==> config.mk <==
export PLATFORM = sky130hd
export DESIGN_NAME = wb_stage_flat
export DESIGN_NICKNAME = d
export VERILOG_FILES = /design/src/rtl/mips_pkg.sv /design/src/rtl/wb_stage_if.sv /design/src/rtl/wb_syscall_fsm.sv /design/src/rtl/wb_stage.sv /design/src/flat_wrapper.sv
export SDC_FILE = /design/constraint.sdc
export NUM_CORES = 1
export LEC_CHECK = 0
export ABC_AREA = 1
export ABC_CLOCK_PERIOD_IN_PS = 2700
export CORE_AREA = 2 2 180 182
export DETAILED_ROUTE_END_ITERATION = 12
export DIE_AREA = 0 0 182 184
export MAX_ROUTING_LAYER = met4
export PLACE_DENSITY = 0.64
export SYNTH_ARGS = -nofsm -noshare
export SYNTH_HDL_FRONTEND = slang
export SYNTH_SLANG_ARGS = --single-unit
==> constraint.sdc <==
create_clock -name clk -period 2.7 [get_ports clk]
set_input_delay 0.54 -clock clk [delete_from_list [all_inputs] [get_ports clk]]
set_output_delay 0.54 -clock clk [all_outputs]
set_load 0.005 [all_outputs]
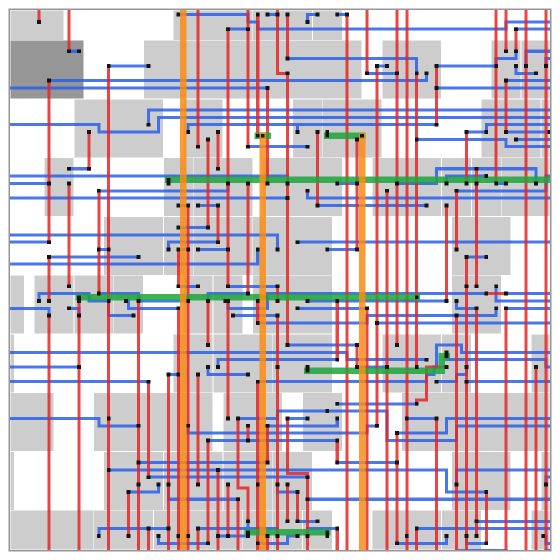
Fig. 1. Zoomed window (run 1).
Window x 124 to 149, y 126 to 151 um. Cells in gray, sequential cells in the stronger gray; small squares are vias.
met4: marked orange. met2: marked red. met3: marked green. met1: marked blue.
Sequential cells in the window: 0. Most frequent: buf_4 (13), nand2_1 (11), nand3_1 (4). 56 logic cells have their middle in the window.

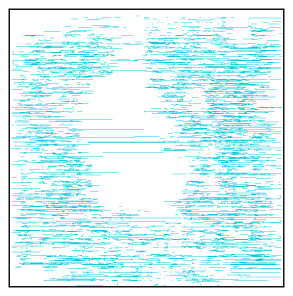
Fig. 2. The metal 1 layer (run 1).
Scale: 1.5 px per um.
The wires run mostly horizontal. 1931 nets have wire on it. The longest straight run is 73.6 um. The layer holds 41% of the routed length. The layer carries 17000 um of wire.
final wirelength: 41660 um
GRT met1 Usage: 28.70%
DR vias: 11630

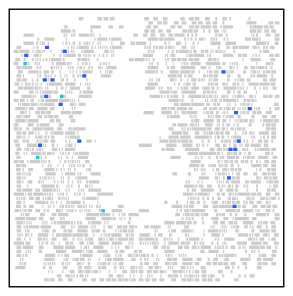
Fig. 3. Gate-type map (run 1).
Scale: 1.5 px per um.
XOR/XNOR gates: marked blue, cells 18, most used xor2_1. AND-OR and OR-AND gates: marked cyan, cells 4, most used o21a_1.
multi-input combinational area share: 35.39%
most used logic cell in the final layout: nand2_1

==> flow_summary.yaml <==
# generated from flow reports
setup_path:
  cpMaxStageDelayCell: "o21ai_0"
  crit_family: "buffers and inverters"
  end_kind: "primary output"
  cp.arrival_ps: 2110
  cp-start-kind: "input pin"
  required_ps: 2160
  crit_path_cell_trace: "dlygate4sd2_1 -> nand3_1 -> nor2_2 -> buf_4 -> nand4_1 -> o21ai_0 -> nand2_1 -> buf_2"
  critPathMaxStageDelay_ps: 370
  critPathBufInv: 3
  crit_fanout: 4
  r2r_slack_ps: 460
yosys:
  yosysCellCount: 1440
  synth_area_per_cell_um2: 6.472
  synthesis.nets: 1650
  synth_cell_types: 42
  synth.cell_area_um2: 9320
  synthArstFlopShare_pct: 0
  yosysTopAreaCell: "dfxtp_1"
  netlist_instances: 1440
  ys.flops: 162
  yosys-stat-area_um2: 9320
  ys_seq_share_pct: 34.80
  yosysWarnings: 0
  yosys-top-cells-count: "350 x nand2_1, 216 x nor2_1, 162 x dfxtp_1"
  top_area_share_pct: 34.80
  synthFlopType: "dfxtp_1"
clock_tree:
  cts_buffer_depth: 2
  cts_root_buf: "clkbuf_16"
  htree_levels: 4
  cts_made_buffers: 17
timing:
  tightest_slew_ps: 780.7
  whs_ps: 285.0
  skew_ps: 8.252
  fin_crit_sh_pct: 98.08
  tns_ps: 0
  finalMaxSlewViolations: 0
  finalWorstSetupSlack_ps: 51.89
  hold_viol: 0
  rsz0062_at_grt: "yes"
cells_and_area:
  layout-drive-gt1-share_pct: 17.27
  antenna_cells: 0
  nets: 2137
  layout_top_cells: "338 x nand2_1, 333 x clkdlybuf4s50_1, 205 x nor2_1"
  fin_area_um2: 15690
  area_growth_pct: 68.37
flow_run:
  maxCapViolCount: 0
placement:
  hpwl_um: 32010
  dpl-instance-area_um2: 14480
  gp_congestion: 0.9623
  pre_cts_ws_ps: -657.2
grt:
  busiest_layer: "met2"
  grt_pass1_wl_um: 63900
  grt.total_usage_pct: 25.26
  grt_max_degree: 58
  antenna_found_initial: 0
  gr-total-overflow: 0
  grt_pass1_vias: 11450
  grt_use_met2_pct: 42.11
hold_path:
  holdCritPathClass: "input pin to flip-flop"
power_and_ir_drop:
  power.total_w: 0.006000
  peakVddDrop_v: 0.0003832
routing:
  first_pass_iters: 5
  drc: 0
  wl_per_cell_um: 17.79
run_status:
  status: "finished, final reports clean"
floorplan:
  die.size.y_um: 184
  fp.dieW_um: 182
  std_cell_rows: 65
  core_um2: 31390
  ios: 405
  chipArea_um2: 33490
## run 1: area by class of cell
| class | instances | area (um^2) | area share [%] |
|---|---|---|---|
| inverters | 129 | 484.2 | 3.086 |
| multi-input cells | 1075 | 5553 | 35.39 |
| repair buffers | 542 | 5341 | 34.04 |
| flip-flops and latches | 162 | 3243 | 20.67 |
| clock buffers | 19 | 442.9 | 2.823 |
| clock inverters | 13 | 125.1 | 0.7973 |
| well taps | 402 | 503.0 | 3.205 |
## run 1: worst register-to-register path: cells and delay by family, from the launching register on
family,cells,cell delay (ps)
buf+inv,2,310
simple gates,8,1010
flops,1,410
fa+ha+maj,2,370
## run 1: stage by stage
stage / cells / utilization, %
2_1_floorplan: 1440 / -
3_3_place_gp: 2286 / 46.13
3_5_place_dp: 2286 / 46.13
4_1_cts: 2342 / 49.59
5_1_grt: 2342 / 49.99
6_report: 2342 / 49.99
## run 1: report_power, final
group          internal [W]  switching [W]
logic              0.000585       0.000463
clock network       0.00131        0.00113
registers           0.00245      0.0000644
total               0.00435        0.00165
## run 1: repair_timing
item | in CTS | in global routing
resized | 245 | 54
cloned | 8 | 0
pin swaps | 58 | 23
hold buffers | 0 | 0
setup endpoints to repair | 36 | 38
buffers inserted | 17 | 0
## run 1: cell families (layout without fill, tap and decap cells)
kind of cell	count (synthesis)	after routing	share of synthesized area [%]
simple gates	870	870	42.52
compound gates	182	182	10.78
buf+inv	203	703	9.545
xor+xnor	18	18	1.691
flops	162	162	34.80
fa+ha+maj	5	5	0.6712
## run 1: routing by layer
layer	up-vias	routed length (um)
met4	0	1532
li1	5706	-
met3	79	3382
met5	-	0
met1	5350	17020
met2	493	19730
